[config.mk]
export PLATFORM = sky130hd
export DESIGN_NAME = lcd_string_writer
export DESIGN_NICKNAME = d
export VERILOG_FILES = /design/src/rtl/lcd_string_writer.sv
export SDC_FILE = /design/constraint.sdc
export NUM_CORES = 1
export LEC_CHECK = 0
export CAP_MARGIN = 30
export CORE_MARGIN = 2
export CORE_UTILIZATION = 35
export DETAILED_ROUTE_END_ITERATION = 8
export GPL_ROUTABILITY_DRIVEN = 0
export GPL_TIMING_DRIVEN = 0
export PLACE_DENSITY_LB_ADDON = 0.12
export SYNTH_ARGS = -nofsm -noshare
export SYNTH_HDL_FRONTEND = slang
export SYNTH_SLANG_ARGS = --single-unit
[constraint.sdc]
create_clock -name clk -period 6.25 [get_ports clk]
set_input_delay 0.9375 -clock clk [delete_from_list [all_inputs] [get_ports clk]]
set_output_delay 0.9375 -clock clk [all_outputs]
set_load 0.02 [all_outputs]
[src/rtl/lcd_string_writer.sv]
// HD44780 16x2 character LCD writer: power-up wait, init commands, then two lines of
// 16 characters fetched from an external string lookup, redrawn on refresh.
module lcd_string_writer #(
  parameter int unsigned POWERUP_CYC = 750000,
  parameter int unsigned SETUP_CYC   = 2,
  parameter int unsigned EN_CYC      = 12,
  parameter int unsigned HOLD_CYC    = 2,
  parameter int unsigned EXEC_CYC    = 2500,
  parameter int unsigned CLEAR_CYC   = 100000
) (
  input  logic       clk,
  input  logic       rst_n,
  input  logic       refresh,
  output logic [4:0] char_index,
  input  logic [7:0] char_data,
  output logic [7:0] LCD_DATA,
  output logic       LCD_RS,
  output logic       LCD_RW,
  output logic       LCD_EN,
  output logic       LCD_ON,
  output logic       busy,
  output logic       done
);

  localparam int unsigned M1   = (POWERUP_CYC > SETUP_CYC) ? POWERUP_CYC : SETUP_CYC;
  localparam int unsigned M2   = (M1 > EN_CYC) ? M1 : EN_CYC;
  localparam int unsigned M3   = (M2 > HOLD_CYC) ? M2 : HOLD_CYC;
  localparam int unsigned M4   = (M3 > EXEC_CYC) ? M3 : EXEC_CYC;
  localparam int unsigned MAXN = (M4 > CLEAR_CYC) ? M4 : CLEAR_CYC;
  localparam int          CW   = (MAXN > 1) ? $clog2(MAXN) : 1;

  typedef enum logic [2:0] {
    ST_POWERUP, ST_SETUP, ST_PULSE, ST_HOLD, ST_WAIT, ST_IDLE
  } state_t;

  state_t        state_q, state_d;
  logic [CW-1:0] cnt_q, cnt_d;
  logic [5:0]    step_q, step_d;
  logic [4:0]    ci_q, ci_d;
  logic [7:0]    data_q, data_d;
  logic          rs_q, rs_d;
  logic          en_q, en_d;
  logic          on_q;
  logic          done_q, done_d;
  logic          pend_q, pend_d;
  logic          go_setup;
  logic [5:0]    nstep;

  // Steps 5..20 are line 1 characters, 22..37 line 2; everything else is a command.
  function automatic logic is_char(input logic [5:0] s);
    return ((s >= 6'd5) && (s <= 6'd20)) || (s >= 6'd22);
  endfunction

  function automatic logic [4:0] char_idx(input logic [5:0] s);
    logic [5:0] t;
    t = (s <= 6'd20) ? (s - 6'd5) : (s - 6'd6);
    return t[4:0];
  endfunction

  function automatic logic [7:0] cmd_byte(input logic [5:0] s);
    case (s)
      6'd0:    return 8'h38;
      6'd1:    return 8'h0C;
      6'd2:    return 8'h01;
      6'd3:    return 8'h06;
      6'd4:    return 8'h80;
      6'd21:   return 8'hC0;
      default: return 8'h00;
    endcase
  endfunction

  always_comb begin
    state_d  = state_q;
    cnt_d    = cnt_q;
    step_d   = step_q;
    ci_d     = ci_q;
    data_d   = data_q;
    rs_d     = rs_q;
    en_d     = en_q;
    done_d   = done_q;
    pend_d   = pend_q | (refresh & (state_q != ST_IDLE));
    go_setup = 1'b0;
    nstep    = step_q;

    case (state_q)
      ST_POWERUP: begin
        if (cnt_q == '0) go_setup = 1'b1;
        else             cnt_d = cnt_q - CW'(1);
      end
      ST_SETUP: begin
        if (cnt_q == '0) begin
          if (is_char(step_q)) begin
            data_d = char_data;
            rs_d   = 1'b1;
          end
          state_d = ST_PULSE;
          en_d    = 1'b1;
          cnt_d   = CW'(EN_CYC - 1);
        end else cnt_d = cnt_q - CW'(1);
      end
      ST_PULSE: begin
        if (cnt_q == '0) begin
          state_d = ST_HOLD;
          en_d    = 1'b0;
          cnt_d   = CW'(HOLD_CYC - 1);
        end else cnt_d = cnt_q - CW'(1);
      end
      ST_HOLD: begin
        if (cnt_q == '0) begin
          state_d = ST_WAIT;
          cnt_d   = (step_q == 6'd2) ? CW'(CLEAR_CYC - 1) : CW'(EXEC_CYC - 1);
        end else cnt_d = cnt_q - CW'(1);
      end
      ST_WAIT: begin
        if (cnt_q == '0) begin
          if (step_q == 6'd37) begin
            state_d = ST_IDLE;
            done_d  = 1'b1;
          end else begin
            go_setup = 1'b1;
            nstep    = step_q + 6'd1;
          end
        end else cnt_d = cnt_q - CW'(1);
      end
      ST_IDLE: begin
        // A request latched while busy is honoured here, giving a one-cycle IDLE.
        if (refresh || pend_q) begin
          go_setup = 1'b1;
          nstep    = 6'd4;
          done_d   = 1'b0;
          pend_d   = 1'b0;
        end
      end
      default: state_d = ST_POWERUP;
    endcase

    if (go_setup) begin
      state_d = ST_SETUP;
      step_d  = nstep;
      cnt_d   = CW'(SETUP_CYC - 1);
      if (is_char(nstep)) begin
        ci_d = char_idx(nstep);
      end else begin
        data_d = cmd_byte(nstep);
        rs_d   = 1'b0;
      end
    end
  end

  always_ff @(posedge clk or negedge rst_n) begin
    if (!rst_n) begin
      state_q <= ST_POWERUP;
      cnt_q   <= CW'(POWERUP_CYC - 1);
      step_q  <= 6'd0;
      ci_q    <= 5'd0;
      data_q  <= 8'h00;
      rs_q    <= 1'b0;
      en_q    <= 1'b0;
      on_q    <= 1'b0;
      done_q  <= 1'b0;
      pend_q  <= 1'b0;
    end else begin
      state_q <= state_d;
      cnt_q   <= cnt_d;
      step_q  <= step_d;
      ci_q    <= ci_d;
      data_q  <= data_d;
      rs_q    <= rs_d;
      en_q    <= en_d;
      on_q    <= 1'b1;
      done_q  <= done_d;
      pend_q  <= pend_d;
    end
  end

  assign char_index = ci_q;
  assign LCD_DATA   = data_q;
  assign LCD_RS     = rs_q;
  assign LCD_RW     = 1'b0;
  assign LCD_EN     = en_q;
  assign LCD_ON     = on_q;
  assign busy       = (state_q != ST_IDLE);
  assign done       = done_q;

endmodule

Fig. 1: run 1, cell sizes after repair
Scale bar: 20 um.
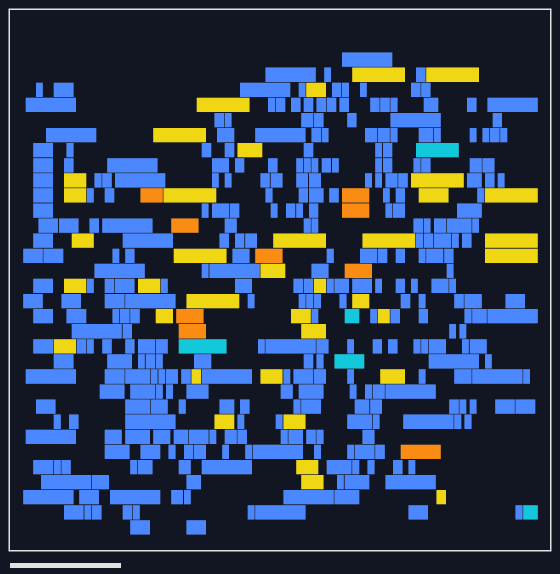
legend:
  x1 and smaller:
    colour: blue
    cells: 337
    share: 87%
  x3 and x4:
    colour: cyan
    cells: 5
    share: 1.3%
  x6 and larger:
    colour: orange
    cells: 9
    share: 2.3%
  x2:
    colour: yellow
    cells: 37
    share: 9.5%
slack of the critical path: 2.257 ns
Repair and plain buffers: 39

Fig. 2: run 1, pin map
Pins as bars across the die edge, other pins in grey.
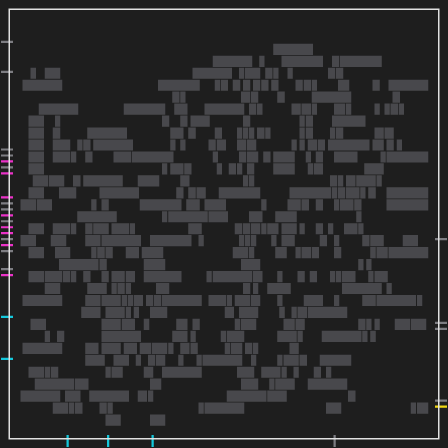
legend:
  char_index:
    colour: cyan
    pins: 5
    direction: output
    edge: 3 bottom, 2 left
  LCD_DATA:
    colour: magenta
    pins: 8
    direction: output
    edge: left
  LCD_RW:
    colour: yellow
    pins: 1
    direction: output
    edge: right
all pins by edge: 21 left, 5 right, 4 bottom
x dimension of the die: 97.36 um
die y size: 97.36 um
Buffers on Ports: 28

==> flow_metrics.py, run 1 <==
# Generated from Yosys and OpenROAD reports
metrics = {
    "outcome": {
        "outcome": "completed",
    },
    "placement": {
        "place_ws_ns": 2.225,
        "total_cell_area_at_the_placement_stage_um2": 3481,
        "dp_cells": 488,
    },
    "power": {
        "power.switching_w": 0.0001938,
        "power_switching_share_pct": 28.46,
        "power_per_cell_area_nw_per_um2": 190.0,
        "sequentialPowerShare_pct": 53.9,
        "comb_power_share_pct": 15.2,
    },
    "finish": {
        "final_cells": 496,
        "nNonClkInverters": 23,
        "clock_buffer_count": 7,
        "multi_input_comb_area_um2": 1722,
        "largest_register_ff_count": 20,
        "layout-drive-gt1-share_pct": 13.14,
        "regArea_um2": 1192,
        "sh_seq_area_pct": 33.26,
        "buf_share_pct": 9.633,
        "top_reg_by_flops": "cnt_q",
        "final_net_count": 412,
        "area_share_clock_buf_inv_pct": 2.897,
        "dominant-cell-class": "combinational gates",
        "finish.instance_area_um2": 3585,
        "fillCellCount": 878,
    },
    "clock_tree": {
        "cts-hold-fix-buffers": 0,
        "cts-resized-gates": 0,
        "cts_max_path_buffers": 2,
        "worstSkewPairLatency_ns": 0.30,
        "clkSlewWorstSetupHoldPaths_ns": 0.09,
        "clock_tree_from_tritoncts": "done",
    },
    "yosys": {
        "aoi_share_pct": 18.50,
        "mappedNetlistArea_um2": 3050,
        "synthDominantCellAreaShare_pct": 27.89,
        "fraction_of_synthesis_flops_using_an_asynchronous_set_or_reset_pin_pct": 100.0,
        "ys_sh_simple_pct": 23.83,
        "synth.yosys.chip_area_um2": 3050,
        "post_synth.cell_area_avg_um2": 8.691,
        "most_numerous_cell_types_in_the_synthesized_netlist": "sky130_fd_sc_hd__nor2_1, sky130_fd_sc_hd__dfrtp_1, sky130_fd_sc_hd__nand2_1, sky130_fd_sc_hd__o21ai_0, sky130_fd_sc_hd__a21oi_1",
    },
    "min_path": {
        "timing.hold.worst.class": "reg2reg",
    },
    "final_timing": {
        "setup_tns_ns": 0,
        "fmaxAchievable_mhz": 250.5,
        "period_utilization_pct": 63.88,
        "rsz0062_at_grt": "false",
    },
    "routing": {
        "wirelength_met1_um": 3719,
        "drc_violations_left": 0,
        "top_layer": "met4",
        "met2RoutedLength_um": 3295,
        "total_number_of_vias": 2637,
        "detail_route.first_pass.iterations": 4,
    },
    "grt": {
        "total_global_route_track_usage_pct": 16.04,
        "top_usage_layer": "met2",
        "gr-usage-met2_pct": 25.43,
        "grt_start_max_net_pins": 31,
    },
    "floorplan": {
        "die_area_um2": 9478,
        "rows": 34,
    },
    "critical_path": {
        "timing.rr.start": "cnt_q[0]",
        "critPathRequiredTime_ns": 6.48,
        "crit_path_start_kind": "flip-flop",
        "critical_path.endpoint_type": "flip-flop",
        "slowest_stage": "sky130_fd_sc_hd__nor4_2",
        "worst_setup_path_startpoint": "cnt_q[0]",
        "cp.buffers_inverters": 4,
    },
    "run": {
        "cap_viol_max_count": 0,
        "warning_count": 36,
    },
}
Fig. 3: run 1, routed clock nets over the placement
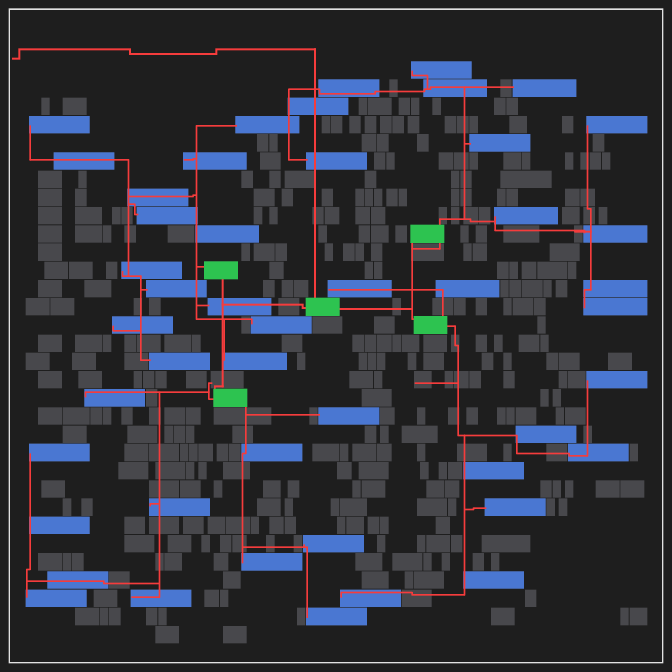
legend:
  flip-flops:
    colour: blue
    count: 47
  clock wires:
    colour: red
    length: 715 um
  clock-net drivers:
    colour: green
    count: 5
routed clock nets: 6
flops lie: widely spread
power attributed to the clock group: 0.000211 W
setup clock skew after layout: 0.008496 ns

Fig. 4: run 1, cell classes on the final placement
Scale bar: 20 um.
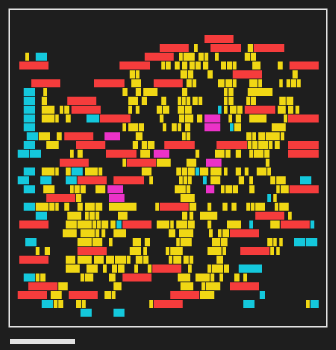

==> inputs of run 2 (changes only) <==
==> constraint.sdc (replaced) <==
create_clock -name clk -period 3.6 [get_ports clk]
set_input_delay 0.54 -clock clk [delete_from_list [all_inputs] [get_ports clk]]
set_output_delay 0.54 -clock clk [all_outputs]
set_load 0.02 [all_outputs]
Fig. 5: run 2, cell classes on the final placement
Scale bar: 20 um.
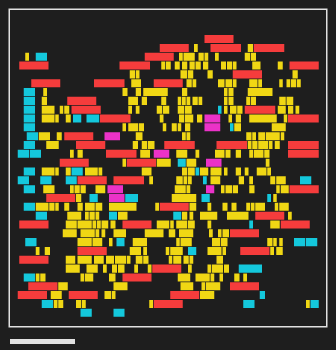
legend:
  registers:
    colour: red
    cells: 47
    share_of_their_area: 33%
  remaining buffers and delay cells:
    colour: cyan
    cells: 46
    share_of_their_area: 11%
  clock drivers and dummy loads:
    colour: magenta
    cells: 8
    share_of_their_area: 2.9%
  remaining logic cells:
    colour: yellow
    cells: 294
    share_of_their_area: 52%
finished layout cell area: 3711 um^2
share of cell area taken by flip-flops and latches: 32.13%
area inside the core boundary: 8593 um^2

==> run 2 against run 1 <==
Sequential share of layout area shrank 1.1 points. Clock skew grew 0.00093 ns. Sequential power grew 74%. Clock power grew 74%. Area after synthesis is the same. Non-clock buffer count grew 7. Combinational power grew 77%. Final area grew 3.5%. Total power grew 75%. Maximum frequency grew 18%. Cell count grew 1.4%. Via count grew 0.76%. Largest cell class unchanged. Largest power group unchanged. Highest routed layer unchanged.
==> flow_metrics.py, run 2 <==
# Generated from Yosys and OpenROAD reports
metrics = {
    "critical_path": {
        "r2r_endpoint": "LCD_DATA[6]",
        "critPathMaxStageDelay_ns": 0.43,
        "path_class": "reg2reg",
        "timing.rr.start": "cnt_q[3]",
        "crit_arrival_ns": 3.62,
        "cp.buffers_inverters": 5,
        "slowest_stage": "sky130_fd_sc_hd__dfstp_2",
        "critical_path.endpoint_type": "flip-flop",
        "critical_path_peak_fanout": 10,
        "critPathRequiredTime_ns": 3.83,
        "crit_path_start_kind": "flip-flop",
        "worst_setup_path_startpoint": "cnt_q[3]",
        "timing.reg2reg.worst_path_depth": 15,
    },
    "power": {
        "internal_power_w": 0.0008483,
        "comb_power_share_pct": 15.3,
        "power.switching_w": 0.0003403,
        "post-layout-total-power_w": 0.001189,
        "ir_worst_vdd_mv": 0.1412,
        "power_attributed_to_the_clock_group_w": 0.000368,
        "pwr.group.combinational_w": 0.000182,
        "sequentialPowerShare_pct": 53.8,
        "power_per_cell_area_nw_per_um2": 320.3,
        "p_leak_nw": 1.520,
        "power_switching_share_pct": 28.63,
        "pwr.group.sequential_w": 0.000639,
    },
    "yosys": {
        "aoi_share_pct": 18.50,
        "synth.yosys.chip_area_um2": 3050,
        "ys_sh_simple_pct": 23.83,
        "post_synth_fa_ha_maj_area_fraction_pct": 5.742,
        "synthDominantCellAreaShare_pct": 27.89,
        "fraction_of_synthesis_flops_using_an_asynchronous_set_or_reset_pin_pct": 100.0,
        "mappedNetlistArea_um2": 3050,
        "xor_share_pct": 2.297,
        "yosys.cell_types.count": 59,
        "total_number_of_yosys_warnings": 0,
        "ys.flop_type": "sky130_fd_sc_hd__dfrtp_1",
        "mux_share_pct": 5.824,
        "synthDominantAreaCellType": "sky130_fd_sc_hd__dfrtp_1",
        "syn-num-nets": 376,
        "post_synth.cell_area_avg_um2": 8.691,
        "most_numerous_cell_types_in_the_synthesized_netlist": "sky130_fd_sc_hd__nor2_1, sky130_fd_sc_hd__dfrtp_1, sky130_fd_sc_hd__nand2_1, sky130_fd_sc_hd__o21ai_0, sky130_fd_sc_hd__a21oi_1",
        "synth_stat.cells": 351,
        "postSynthCellCount": 351,
    },
    "clock_tree": {
        "cts-resized-gates": 7,
        "cts.htree.levels": 2,
        "cts_max_path_buffers": 2,
        "cts_inserted_buffers": 5,
        "worstSkewPairLatency_ns": 0.30,
        "clkSlewWorstSetupHoldPaths_ns": 0.10,
        "clock-root-buffer": "sky130_fd_sc_hd__clkbuf_8",
        "cts_setup_buffers": 4,
        "clkSinkCount": 47,
        "cts-hold-fix-buffers": 0,
        "clock_tree_from_tritoncts": "done",
    },
    "finish": {
        "final_cell_mix": "sky130_fd_sc_hd__nor2_1, sky130_fd_sc_hd__dfrtp_1, sky130_fd_sc_hd__nand2_1, sky130_fd_sc_hd__o21ai_0",
        "layout-drive-gt1-share_pct": 16.96,
        "multi_input_comb_area_um2": 1785,
        "nNonClkInverters": 23,
        "number_of_inserted_diodes": 0,
        "final_net_count": 419,
        "flops": 47,
        "dominant-cell-class": "combinational gates",
        "n_multi_input_combinational_cell": 271,
        "buf_share_pct": 10.99,
        "final_cells": 503,
        "comb_share_pct": 48.11,
        "clock_buffer_count": 7,
        "largest_register_ff_count": 20,
        "nNonClkBuffers": 46,
        "top_reg_by_flops": "cnt_q",
        "area_share_clock_buf_inv_pct": 2.798,
        "fillCellCount": 873,
        "regArea_um2": 1192,
    },
    "run": {
        "cap_viol_max_count": 0,
        "warning_count": 36,
    },
    "grt": {
        "gr-usage-met2_pct": 25.96,
        "top_usage_layer": "met2",
        "grt_use_met1_pct": 23.17,
        "grt_start_max_net_pins": 31,
        "total_global_route_track_usage_pct": 16.18,
        "global_route.usage.met3_pct": 2.518,
        "global_route_wire_length_before_repair_um": 12680,
        "antenna_found_initial": 0,
    },
    "floorplan": {
        "floorplan.die.width_um": 97.36,
        "rows": 34,
        "floorplan.die.height_um": 97.36,
        "nWellTaps": 108,
        "die_area_um2": 9478,
        "fp_util_pct": 35.50,
    },
    "placement": {
        "buffers_on_ports": 28,
        "place_ws_ns": -0.3565,
        "dp_cells": 488,
        "total_cell_area_at_the_placement_stage_um2": 3481,
    },
    "routing": {
        "detail_route.first_pass.iterations": 4,
        "drc_violations_left": 0,
        "met2RoutedLength_um": 3332,
        "routed_via_density": 5.282,
        "top_layer": "met4",
        "wirelength_met1_um": 3769,
        "drt_wl_total_um": 7405,
        "total_number_of_vias": 2657,
        "detail_route.iter0.violations": 66,
        "met3_wire_len_um": 219,
    },
    "final_timing": {
        "fin_worst_skew_ns": 0.009425,
        "fmaxAchievable_mhz": 294.8,
        "worst_hold_slack_ns": 0.1755,
        "period_utilization_pct": 94.22,
        "slack_of_the_critical_path_ns": 0.2082,
        "timing_max_transition_violations_final": 0,
        "fin_crit_ns": 3.392,
        "setup_tns_ns": 0,
    },
    "min_path": {
        "timing.hold.worst.class": "in2async",
    },
    "outcome": {
        "outcome": "completed",
    },
}
Power is estimated from default activity; no workload was simulated.
